## src/rtl/uart_pkg.sv

```systemverilog
// -----------------------------------------------------------------------------
// uart_pkg
// Constants and types shared by the UART receive state machine and the
// receive datapath.
//   UART_FRAME_BITS : frame length in bit periods (start + 8 data + stop)
//   UART_DATA_W     : data byte width
//   UART_START_LVL  : required level of the start bit
//   UART_STOP_LVL   : required level of the stop bit
//   rx_entry_t      : receive FIFO entry, fe in bit 8, data in bits 7:0
// -----------------------------------------------------------------------------
package uart_pkg;

   localparam int   UART_FRAME_BITS = 10;
   localparam int   UART_DATA_W     = 8;
   localparam logic UART_START_LVL  = 1'b0;
   localparam logic UART_STOP_LVL   = 1'b1;

   typedef struct packed {
      logic                   fe;
      logic [UART_DATA_W-1:0] data;
   } rx_entry_t;

   localparam int RX_ENTRY_W = $bits(rx_entry_t);

endpackage : uart_pkg

```

## src/rtl/rx_fifo.sv

```systemverilog
// -----------------------------------------------------------------------------
// rx_fifo
// Generic synchronous FIFO, first-word-fall-through head output.
//   clk, rst_n : clock, asynchronous active-low reset
//   push, din  : write din at the tail (ignored when full unless popping)
//   pop        : remove the head entry (ignored when empty)
//   dout       : head entry, zero while empty
//   full/empty : occupancy flags
//   level      : current occupancy, 0..DEPTH
// DEPTH must be a power of two and at least 2.
// -----------------------------------------------------------------------------
module rx_fifo #(
   parameter  int WIDTH = 9,
   parameter  int DEPTH = 4,
   localparam int AW    = $clog2(DEPTH)
) (
   input  logic           clk,
   input  logic           rst_n,
   input  logic           push,
   input  logic [WIDTH-1:0] din,
   input  logic           pop,
   output logic [WIDTH-1:0] dout,
   output logic           full,
   output logic           empty,
   output logic [AW:0]    level
);

   logic [WIDTH-1:0] mem [DEPTH];
   logic [AW:0]      wr_ptr;
   logic [AW:0]      rd_ptr;
   logic             do_push;
   logic             do_pop;

   // The extra MSB on each pointer tells a full FIFO apart from an empty one.
   assign empty = (wr_ptr == rd_ptr);
   assign full  = (wr_ptr[AW] != rd_ptr[AW]) &&
                  (wr_ptr[AW-1:0] == rd_ptr[AW-1:0]);
   assign level = wr_ptr - rd_ptr;

   // A push into a full FIFO is accepted only when a pop frees a slot in the
   // same cycle.
   assign do_pop  = pop && !empty;
   assign do_push = push && (!full || do_pop);

   // Head is forced to zero when empty so the outputs have a defined value
   // without the storage array needing a reset.
   assign dout = empty ? '0 : mem[rd_ptr[AW-1:0]];

   // NOTE: sequential state uses non-blocking assignments so every register
   // samples the pre-edge values of its inputs, regardless of block order.
   always_ff @(posedge clk or negedge rst_n) begin
      if (!rst_n) begin
         wr_ptr <= '0;
         rd_ptr <= '0;
      end else begin
         if (do_push) wr_ptr <= wr_ptr + 1'b1;
         if (do_pop)  rd_ptr <= rd_ptr + 1'b1;
      end
   end

   // NOTE: storage is deliberately not reset; only the pointers are, which
   // keeps the array as plain RAM and the empty gate on dout hides stale data.
   always_ff @(posedge clk) begin
      if (do_push) mem[wr_ptr[AW-1:0]] <= din;
   end

endmodule : rx_fifo

```

## src/rtl/rx_data_path.sv

```systemverilog
// -----------------------------------------------------------------------------
// rx_data_path
// UART receive datapath: assembles the serial frame, checks start/stop/length
// on load, queues {fe, data} in a receive FIFO and flags overrun.
//   rxd_clk, rxd_rst_n : bit clock, asynchronous active-low reset
//   rx_in              : synchronised serial line
//   shift              : sample rx_in into the frame register
//   load               : frame complete, check and push (wins over shift)
//   rxd_data, rxd_fe   : head entry of the receive FIFO
//   rxd_valid          : FIFO non-empty
//   rxd_ready          : consumer accepts head entry
//   rxd_overrun        : sticky, frame dropped on a full FIFO
//   rxd_clr_err        : clears rxd_overrun (a same-cycle set wins)
//   rxd_level          : FIFO occupancy
// -----------------------------------------------------------------------------
module rx_data_path
   import uart_pkg::*;
#(
   parameter int FIFO_DEPTH = 4,
   parameter int FRAME_BITS = UART_FRAME_BITS
) (
   input  logic                         rxd_clk,
   input  logic                         rxd_rst_n,
   input  logic                         rx_in,
   input  logic                         shift,
   input  logic                         load,
   output logic [UART_DATA_W-1:0]       rxd_data,
   output logic                         rxd_fe,
   output logic                         rxd_valid,
   input  logic                         rxd_ready,
   output logic                         rxd_overrun,
   input  logic                         rxd_clr_err,
   output logic [$clog2(FIFO_DEPTH):0]  rxd_level
);

   logic [FRAME_BITS-1:0] frm;
   logic [3:0]            cnt;
   rx_entry_t             push_entry;
   rx_entry_t             head_entry;
   logic                  fifo_full;
   logic                  fifo_empty;
   logic                  fifo_pop;

   // Frame register shifts right so the first bit received (start) ends in
   // frm[0]. The counter saturates so an over-long frame can never wrap back
   // to a legal count.
   always_ff @(posedge rxd_clk or negedge rxd_rst_n) begin
      if (!rxd_rst_n) begin
         frm <= '1;
         cnt <= '0;
      end else if (load) begin
         cnt <= '0;
      end else if (shift) begin
         frm <= {rx_in, frm[FRAME_BITS-1:1]};
         if (cnt != 4'hF) cnt <= cnt + 4'd1;
      end
   end

   // NOTE: every signal written in always_comb gets a default first so no
   // path leaves it unassigned and a latch cannot be inferred.
   always_comb begin
      push_entry      = '0;
      push_entry.data = frm[UART_DATA_W:1];
      push_entry.fe   = (frm[0] != UART_START_LVL) ||
                        (frm[FRAME_BITS-1] != UART_STOP_LVL) ||
                        (cnt != 4'(FRAME_BITS));
   end

   assign fifo_pop = rxd_ready && !fifo_empty;

   rx_fifo #(
      .WIDTH (RX_ENTRY_W),
      .DEPTH (FIFO_DEPTH)
   ) u_fifo (
      .clk   (rxd_clk),
      .rst_n (rxd_rst_n),
      .push  (load),
      .din   (push_entry),
      .pop   (fifo_pop),
      .dout  (head_entry),
      .full  (fifo_full),
      .empty (fifo_empty),
      .level (rxd_level)
   );

   assign rxd_data  = head_entry.data;
   assign rxd_fe    = head_entry.fe;
   assign rxd_valid = !fifo_empty;

   // A frame is dropped only when the FIFO is full and nothing leaves in the
   // same cycle; the set takes priority over a simultaneous clear.
   always_ff @(posedge rxd_clk or negedge rxd_rst_n) begin
      if (!rxd_rst_n) begin
         rxd_overrun <= 1'b0;
      end else if (load && fifo_full && !fifo_pop) begin
         rxd_overrun <= 1'b1;
      end else if (rxd_clr_err) begin
         rxd_overrun <= 1'b0;
      end
   end

endmodule : rx_data_path

```

## config.mk

```make
export PLATFORM = sky130hd
export DESIGN_NAME = rx_data_path
export DESIGN_NICKNAME = d
export VERILOG_FILES = /design/src/rtl/uart_pkg.sv /design/src/rtl/rx_fifo.sv /design/src/rtl/rx_data_path.sv
export SDC_FILE = /design/constraint.sdc
export NUM_CORES = 1
export LEC_CHECK = 0
export ABC_AREA = 1
export ABC_CLOCK_PERIOD_IN_PS = 2420
export CAP_MARGIN = 20
export CORE_ASPECT_RATIO = 1.1
export CORE_MARGIN = 4
export CORE_UTILIZATION = 55
export CTS_BUF_LIST = sky130_fd_sc_hd__clkbuf_16
export DETAILED_ROUTE_END_ITERATION = 8
export PLACE_DENSITY = 0.77
export SYNTH_ARGS = -nofsm -noshare
export SYNTH_HDL_FRONTEND = slang
export SYNTH_SLANG_ARGS = --single-unit
```

## constraint.sdc

```tcl
create_clock -name rxd_clk -period 2.42 [get_ports rxd_clk]
set_clock_uncertainty 0.05 [all_clocks]
set_input_delay 0.484 -clock rxd_clk [delete_from_list [all_inputs] [get_ports rxd_clk]]
set_output_delay 0.484 -clock rxd_clk [all_outputs]
set_load 0.02 [all_outputs]
```

==> flow_summary_export.csv <==
group,metric,value,unit
cells_and_area,buffers,34,
grt,gr-usage-met1,0.2286,
cts,clkTransAtPathRegs,0.05,ns
setup_path,startpoint,"u_fifo.rd_ptr[0]",
power_and_ir_drop,power_sequential,1.44,mW
cts,cts.sinks,57,
sta,hold_viol_final,0,
yosys,yosysSeqAreaShare,0.6288,
yosys,simple_gate_area_frac,0.2026,
sta,drv_slew,0,
hold_path,hold_depth,2,
cells_and_area,logic_gates,163,
placement,post_dp_cell_area,0.002887,sq mm
detailed_routing,avgViaCountPerCell,5.243,
setup_path,worstReg2RegEnd,"u_fifo.mem[3][5]",
setup_path,rrSetupSlack,0.61,ns
grt,grt_pass1_vias,1822,
die,io_pins,21,
yosys,numSynthFlops,57,
hold_path,hold_end,"frm[6]",
cells_and_area,logic_area,820.8,sq um
power_and_ir_drop,p_per_area,1419,mW/mm^2
power_and_ir_drop,top_power_group,"combinational logic",
grt,use_met3,0.05919,
sta,setup_viol,0,
cells_and_area,areaGrowthSynthToFinish,22.89,%
cells_and_area,layout-drive-gt1-share,0.1952,
power_and_ir_drop,swShare,0.3670,
sta,rsz0062_at_grt,"no",
setup_path,crit_buf_inv,1,
power_and_ir_drop,intPower,2.843,mW
yosys,yosys_cells,247,
cells_and_area,antenna-diode-count,0,
grt,grt_max_degree,22,
placement,placed_cells,330,
setup_path,cp_top_family,"adder cells",
yosys,ys_warn_count,0,
setup_path,crit_fanout,2,
cts,cts_tree,"done",
yosys,synth_cells,247,
cells_and_area,nNonClkInverters,22,
cells_and_area,final_cells,346,
setup_path,r2r_start,"u_fifo.rd_ptr[0]",
cts,cts_made_buffers,9,
yosys,top_area_frac,0.4198,
setup_path,worst_ep_arrival_time,1.81,ns
outcome,status,"complete, no violations",
sta,setup_tns,0,ns
cells_and_area,nets,304,
yosys,topCombFamilyByArea,"simple AND/OR/NAND/NOR gates",
power_and_ir_drop,power_frac_seq,0.321,
cells_and_area,flops,57,
setup_path,r2r_cells,7,
die,die_w,73.24,microns
power_and_ir_drop,power_frac_comb,0.393,
yosys,synth_nets,264,
die,core-area,0.004410,sq mm
setup_path,cpPeakStageDelay,0.40,ns
grt,grt_pass1_wl,8.376,mm
cells_and_area,sh_comb_area,0.2594,
setup_path,start_kind,"flop",
power_and_ir_drop,p_leak,1.418,nW
cts,ctsRootBufferMaster,"clkbuf_16",
yosys,syn_area,0.002575,sq mm
setup_path,path_depth,4,
die,initCoreUtil,0.5838,
yosys,yosysTopAreaCell,"edfxtp_1",
power_and_ir_drop,power_switching,1.648,mW
die,tap-cell-count,54,
die,dieHeight,79.77,microns
cts,htreeDepth,3,
detailed_routing,drt-met1-wl,2.055,mm
setup_path,required,1.89,ns
cells_and_area,layout_top_cells,"nand2_1, edfxtp_1, nor2_1, inv_1, buf_4",
placement,gp_congestion,0.7773,
grt,gr-max-usage-layer,"met2",
cells_and_area,final_common_cell,"nand2_1",
sta,fmax,427.0,MHz
cells_and_area,fin_util,0.7174,
cells_and_area,clock_buffers,9,
cells_and_area,seq_share,0.5117,
power_and_ir_drop,peakVddDrop,0.0007024,V
cells_and_area,largest_class,"flip-flops and latches",
yosys,avgSynthCellArea,10.42,sq um
cts,clock_path_buffers,2,
cells_and_area,n_fill_cell,305,
detailed_routing,first_iter_violations,123,
cts,cts_setup_buffers,0,
sta,finalClockPeriodUsage,0.9677,
yosys,yosysUniqueCellTypes,26,
placement,place_hpwl,3.137,mm
power_and_ir_drop,comb_power,1.76,mW
detailed_routing,drc,0,
placement,post-place-ws,0.06255,ns
sta,whs,0.4439,ns
grt,grt.met2_usage,0.3274,
detailed_routing,dr.pass1.iters,4,
cells_and_area,final-clk-cell-share,0.09846,
sta,worst_slack,0.07828,ns
die,rows,25,
sta,min_period,2.342,ns
hold_path,worstHoldStart,"frm[7]",
power_and_ir_drop,finalPower,4.491,mW
yosys,area_leaders,"edfxtp_1, nand2_1, dfrtp_1, dfstp_2, ha_1",
yosys,yosys.area_share.xor_xnor,0.01020,
detailed_routing,wl_met2,2.593,mm
setup_path,end_kind,"primary output",
cells_and_area,nonClkBufAreaFrac,0.08146,
cells_and_area,flop_area,0.001619,sq mm
sta,max-slew-margin-rel,0.8103,
grt,antenna_found_initial,0,
cells_and_area,fin_area,0.003164,sq mm
grt,overflow,0,
setup_path,crit_end,"rxd_level[2]",
detailed_routing,ant_nets,0,
sta,worst_pin_slew,0.2845,ns
yosys,aoi_share,0.05102,
run,maxCapViolations,0,
yosys,muxShareOfSynthArea,0,
detailed_routing,wl_met3,284,microns
==> repair_timing <==
action	in CTS	in global routing
pin swaps	0	0
resized	16	18
cloned	0	0
setup endpoints to repair	12	11
==> Yosys cell counts (all sizes together) <==
| master | n |
|---|---|
| xor2 | 3 |
| inv | 21 |
| edfxtp | 36 |
| nor2 | 26 |
| nand2 | 81 |
| nand4 | 3 |
| fa | 1 |
| nor3b | 1 |
| dfstp | 10 |
| nand3b | 1 |
| a21oi | 10 |
| o21ai | 15 |
| nand3 | 12 |
| o22ai | 1 |
| clkinv | 1 |
| clkbuf | 1 |
| ha | 9 |
| dfrtp | 11 |
| buf | 4 |
==> state kept, by name (all words and copies together), names as in the netlist <==
signal         flops
u_fifo.mem        36
frm               10
cnt                4
u_fifo.rd_ptr      3
u_fifo.wr_ptr      3
rxd_overrun        1
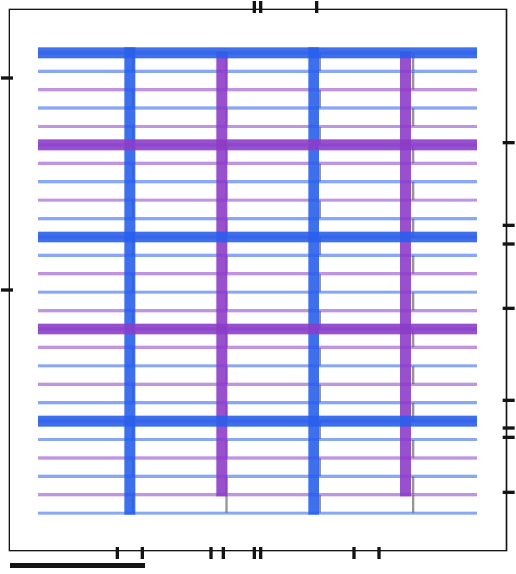
pdn.png
The bar under the picture is 20 microns long. Pins as bars on the die edge. Tap cells in gray.
[purple] VDD
[blue] VSS
rows: 25
met5 straps: 5
tap cells: 54

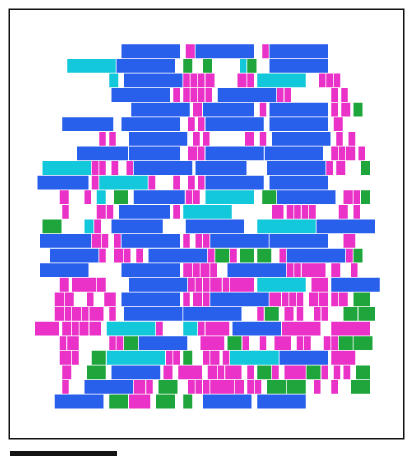
cell_classes.png
The bar under the picture is 20 microns long.
[green] other buffers and delay cells | cells: 34 | share of their area: 8.3%
[cyan] clock drivers and dummy loads | cells: 16 | share of their area: 10%
[magenta] all other logic | cells: 185 | share of their area: 29%
[blue] flops | cells: 57 | share of their area: 52%

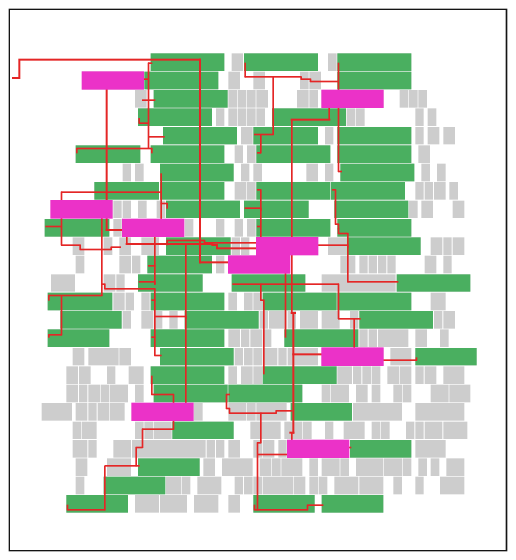
clock_map.png
[red] clock wires | length: 645 microns
[green] flip-flops | count: 57
[magenta] cells driving clock nets | count: 9
routed clock nets: 10
Late-Pin Clk Latency: 0.32 ns
clock share of power: 0.287
Clk. pwr: 1.29 mW

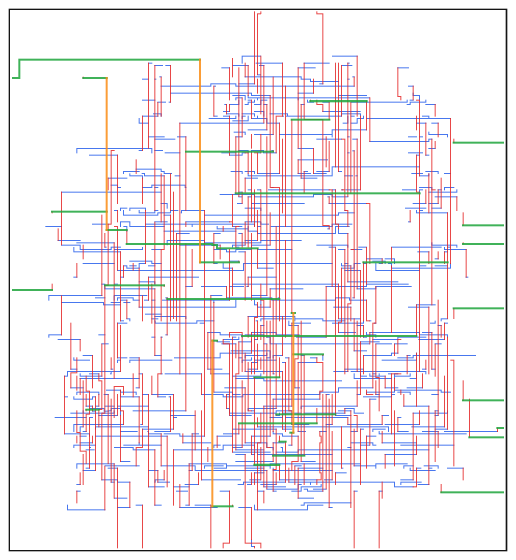
metal_stack.png
[green] met3 | wire length: 284 microns
[orange] met4 | wire length: 94.5 microns
[blue] met1 | wire length: 2,060 microns
[red] met2 | wire length: 2,590 microns
Avg WL per Cell: 14.53 microns
via count: 1,814
global-route usage over all layers: 0.1986
Post-Route WL: 5.028 mm

Power and IR drop assume default switching activity.
